`src/rtl/keypad_entry_controller.sv`:
```
// keypad_entry_controller: debounces one-hot keypad presses, strobes the BCD encoder once per press
// and shifts accepted digits into a 4-digit MM:SS time register.
module keypad_entry_controller #(
    parameter int DEBOUNCE_CYCLES = 4
) (
    input  logic       clk,
    input  logic       rst,
    input  logic [9:0] key_dec_i,
    input  logic       entry_en_i,
    input  logic       clear_i,
    input  logic [3:0] enc_bcd_i,
    input  logic       enc_ai_i,
    output logic       enc_en_n_o,
    output logic [3:0] min_tens_o,
    output logic [3:0] min_units_o,
    output logic [3:0] sec_tens_o,
    output logic [3:0] sec_units_o,
    output logic [2:0] digit_cnt_o,
    output logic       key_strobe_o,
    output logic       overflow_o,
    output logic       time_err_o
);
    localparam int CW = $clog2(DEBOUNCE_CYCLES + 1);
    localparam logic [CW-1:0] LAST = CW'(DEBOUNCE_CYCLES - 1);

    typedef enum logic [1:0] {IDLE, DEBOUNCE, CAPTURE, WAIT_REL} state_t;

    state_t        state_q, state_d;
    logic [CW-1:0] cnt_q, cnt_d;
    logic [9:0]    snap_q, snap_d;
    logic [15:0]   time_q, time_d;
    logic [2:0]    dcnt_q, dcnt_d;
    logic          strobe_q, strobe_d, ovf_q, ovf_d, terr_q;
    logic          onehot;

    assign onehot = (key_dec_i != 10'd0) && ((key_dec_i & (key_dec_i - 10'd1)) == 10'd0);

    always_comb begin
        state_d  = state_q;
        cnt_d    = cnt_q;
        snap_d   = snap_q;
        time_d   = time_q;
        dcnt_d   = dcnt_q;
        strobe_d = 1'b0;
        ovf_d    = 1'b0;
        case (state_q)
            IDLE: if (entry_en_i && onehot) begin
                snap_d  = key_dec_i;
                cnt_d   = '0;
                state_d = DEBOUNCE;
            end
            DEBOUNCE: if (key_dec_i != snap_q || !entry_en_i) state_d = IDLE;
                else if (cnt_q == LAST) state_d = CAPTURE;
                else cnt_d = cnt_q + 1'b1;
            CAPTURE: begin
                state_d = WAIT_REL;
                cnt_d   = '0;
                if (enc_ai_i && dcnt_q < 3'd4) begin
                    time_d   = {time_q[11:0], enc_bcd_i};
                    dcnt_d   = dcnt_q + 3'd1;
                    strobe_d = 1'b1;
                end else ovf_d = enc_ai_i;
            end
            default: if (!entry_en_i) state_d = IDLE;
                else if (key_dec_i != 10'd0) cnt_d = '0;
                else if (cnt_q == LAST) state_d = IDLE;
                else cnt_d = cnt_q + 1'b1;
        endcase
        // clear overrides everything, including a digit being captured this cycle
        if (clear_i) begin
            state_d  = IDLE;
            time_d   = '0;
            dcnt_d   = '0;
            strobe_d = 1'b0;
            ovf_d    = 1'b0;
        end
    end

    always_ff @(posedge clk) begin
        if (rst) begin
            state_q  <= IDLE;
            cnt_q    <= '0;
            snap_q   <= '0;
            time_q   <= '0;
            dcnt_q   <= '0;
            strobe_q <= 1'b0;
            ovf_q    <= 1'b0;
            terr_q   <= 1'b0;
        end else begin
            state_q  <= state_d;
            cnt_q    <= cnt_d;
            snap_q   <= snap_d;
            time_q   <= time_d;
            dcnt_q   <= dcnt_d;
            strobe_q <= strobe_d;
            ovf_q    <= ovf_d;
            terr_q   <= time_q[7:4] > 4'd5;
        end
    end

    assign enc_en_n_o   = state_q != CAPTURE;
    assign min_tens_o   = time_q[15:12];
    assign min_units_o  = time_q[11:8];
    assign sec_tens_o   = time_q[7:4];
    assign sec_units_o  = time_q[3:0];
    assign digit_cnt_o  = dcnt_q;
    assign key_strobe_o = strobe_q;
    assign overflow_o   = ovf_q;
    assign time_err_o   = terr_q;
endmodule

```
`config.mk`:
```
export PLATFORM = sky130hd
export DESIGN_NAME = keypad_entry_controller
export DESIGN_NICKNAME = d
export VERILOG_FILES = /design/src/rtl/keypad_entry_controller.sv
export SDC_FILE = /design/constraint.sdc
export NUM_CORES = 1
export LEC_CHECK = 0
export CAP_MARGIN = 20
export CORE_MARGIN = 3
export CORE_UTILIZATION = 45
export CTS_CLUSTER_DIAMETER = 150
export DETAILED_ROUTE_END_ITERATION = 10
export GPL_TIMING_DRIVEN = 0
export PLACE_DENSITY_LB_ADDON = 0.15
export SLEW_MARGIN = 10
export SYNTH_ARGS = -nofsm -noshare
export SYNTH_HDL_FRONTEND = slang
export SYNTH_SLANG_ARGS = --single-unit
```
`constraint.sdc`:
```
create_clock -name clk -period 3.45 [get_ports clk]
set_input_delay 0.345 -clock clk [delete_from_list [all_inputs] [get_ports clk]]
set_output_delay 0.345 -clock clk [all_outputs]
set_load 0.005 [all_outputs]
```
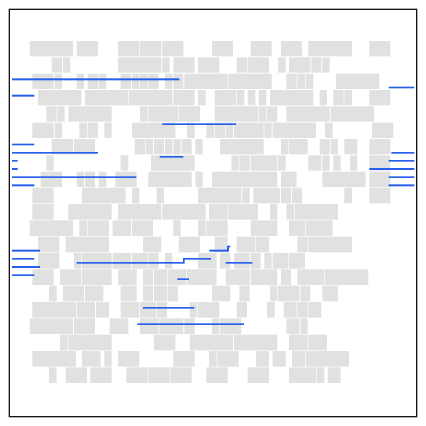
**Above:** the metal 3 layer.
Scale: 6 px per um. Cells faint in the background.
share of all routed wire: 5.3%
nets with wire on the layer: 23
main direction: horizontal

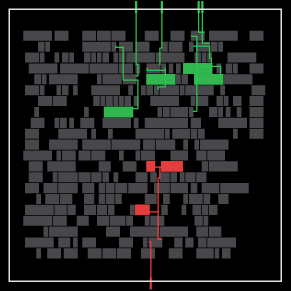
**Above:** wires at chosen ports, followed through buffers.
Scale: 4 px per um.
[green] `min_units_o` | direction: output | edge: top | end cells: 4 | wire: 124 um
[red] `entry_en_i` | direction: input | edge: bottom | end cells: 4 | wire: 37.4 um

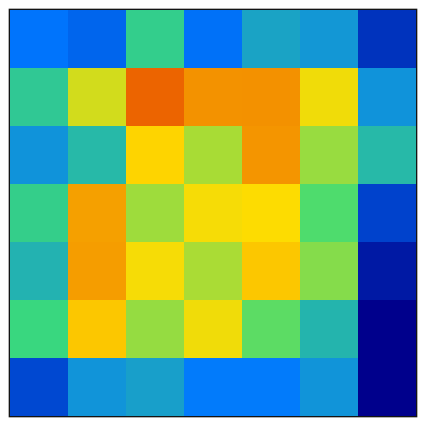
**Above:** cell area per tile.
Scale: 6 px per um. 7 x 7 tiles, from dark blue (low) to red (high), 0 to 100% covered.
densest ninth of the die: center
fullest tile: 89%
emptiest ninth of the die: lower right
nearly empty tiles: 4.1%
mean over tiles: 49%
tiles over 75% full: 18%

==> results.toml <==
# generated from flow reports
[logic_synthesis]
synth_cell_types = 31
synth_seq_share_pct = 43.31
synth_flops = 37
avgSynthCellArea_um2 = 8.509

[setup_path]
cp-start-kind = "input port"
crit_fanout = 6
reg2reg_depth = 7
arrival_ns = 2.79
crit_start = "key_dec_i[1]"

[die]
die_height_um = 67.65
rows = 21
io_pins = 42

[timing]
slew_viol_final = 0
finalSetupViolCount = 0
relSlewSlack_pct = 61.53
clock.fmax_mhz = 389.1
min_period_ns = 2.570
finalHoldViolations = 0
tightest_slew_ns = 0.5749
period_used_pct = 74.50
fin_tns_setup_ns = 0

[clock_tree]
htreeDepth = 2
cts_tree = "built"
postCtsSetupRepairBufs = 0
cts_hold_buf = 0

[route]
vias = 1509
dr.pass1.iters = 4
dr.first_iter.drc_count = 46
routed_wl_mm = 3.571

[status]
status = "finished, final reports clean"

[power_and_ir_drop]
p_int_uw = 690.9
pwr-share-seq_pct = 49.5
comb_power_share_pct = 6.2

[min_path]
hold_depth = 2
hold_class = "reg -> reg"

[global_routing]
grt_max_degree = 12
grt_remaining_overflow = 0

[final_layout]
num_antenna_cells = 0
drive_above_1_share_pct = 5.600
utilization_pct = 65.66

[placed_design]
routabilityCongestion = 0.8337
dp_hpwl_mm = 2.634

[job]
maxCapViolations = 0
power by group through the flow:
stage | Clock, mW | Combinational [mW] | Sequential [mW]
after floorplan | 0 | 0.0194 | 0.437
after global placement | 0 | 0.0534 | 0.437
after detailed placement | 0 | 0.0541 | 0.437
after CTS | 0.391 | 0.0541 | 0.427
after global routing | 0.411 | 0.0586 | 0.427
final | 0.382 | 0.0539 | 0.427
cell type report:
class / count / area [um^2] / area share (%)
timing repair buffer: 41 / 410.4 / 17.88
tap: 46 / 57.56 / 2.508
sequential: 37 / 740.7 / 32.28
clock buffer: 7 / 86.33 / 3.762
inverter: 4 / 15.01 / 0.6543
buffer: 8 / 31.28 / 1.363
clock inverter: 1 / 30.03 / 1.309
multi-input combinational: 152 / 923.4 / 40.24
synthesized netlist by cell type:
library cell | n | area share, %
dfxtp_1 | 37 | 43
nand2_1 | 36 | 7.9
a21oi_1 | 22 | 6.4
nor2_1 | 20 | 4.4
mux2i_1 | 11 | 6.4
xnor2_1 | 11 | 5.6
clkbuf_1 | 7 | 1.5
ha_1 | 7 | 5.1
nor3_1 | 6 | 1.8
or4_1 | 5 | 2.2
inv_1 | 4 | 0.88
nand3_1 | 3 | 0.88
nand4_1 | 3 | 1.1
nor2b_1 | 3 | 1.1
o21ai_0 | 3 | 0.88
a2111oi_0 | 2 | 1.0
nand2b_1 | 2 | 0.73
nor3b_1 | 2 | 0.88
nor4_1 | 2 | 0.73
o2bb2ai_1 | 2 | 1.0
or2_2 | 2 | 0.73
or3b_2 | 2 | 1.0
a21boi_0 | 1 | 0.44
a21boi_2 | 1 | 0.66
a31oi_1 | 1 | 0.37
and4b_1 | 1 | 0.59
buf_2 | 1 | 0.29
o31ai_1 | 1 | 0.44
or3_1 | 1 | 0.37
or4_4 | 1 | 0.66
xor2_1 | 1 | 0.51
routing by layer:
layer  part of all wire, %  GRT usage, %  up-vias  routed length (um)
li1                      -             -      786                   -
met1                    47         21.42      689                1690
met2                    46         27.70       32                1657
met3                   5.3         5.824        2                 190
met4                  0.92         6.835        0                  33
met5                     0             0        -                   0
worst max-delay path, stage by stage:
cell             delay, ns
clkdlybuf4s50_1       0.52
or4_4                 0.60
nor4_1                0.40
o21ai_0               0.18
a21boi_0              0.18
or4_1                 0.41
a21oi_1               0.14
layout by cell type (no fill, tap or decap), drive strengths merged, types with 2 or more instances in the layout:
cell,instances
xnor2,11
a21oi,22
nand2b,2
nor2,20
a2111oi,2
nor3,6
inv,4
o21ai,3
or4,6
clkdlybuf4s50,41
nor3b,2
nor4,2
nand4,3
clkbuf,14
or2,2
ha,7
dfxtp,37
nand2,36
or3b,2
nand3,3
o2bb2ai,2
nor2b,3
mux2i,11
a21boi,2
cell families after synthesis:
kind of cell / after synthesis / synth area share [%]
simple gates: 89 / 25.02
fa+ha+maj: 7 / 5.120
buf+inv: 12 / 2.706
compound gates: 33 / 11.27
xor+xnor: 12 / 6.145
mux: 11 / 6.438
flops: 37 / 43.31
through the flow:
stage / power, mW / setup WS [ns]
after floorplan: 0.4565 / 1.367
after global placement: 0.4906 / 0.6849
after detailed placement: 0.4912 / 0.6287
after CTS: 0.8723 / 0.9265
after global routing: 0.8963 / 0.7252
final: 0.8631 / 0.8798
Power figures rest on the tool's default switching activity, not on a simulated workload.
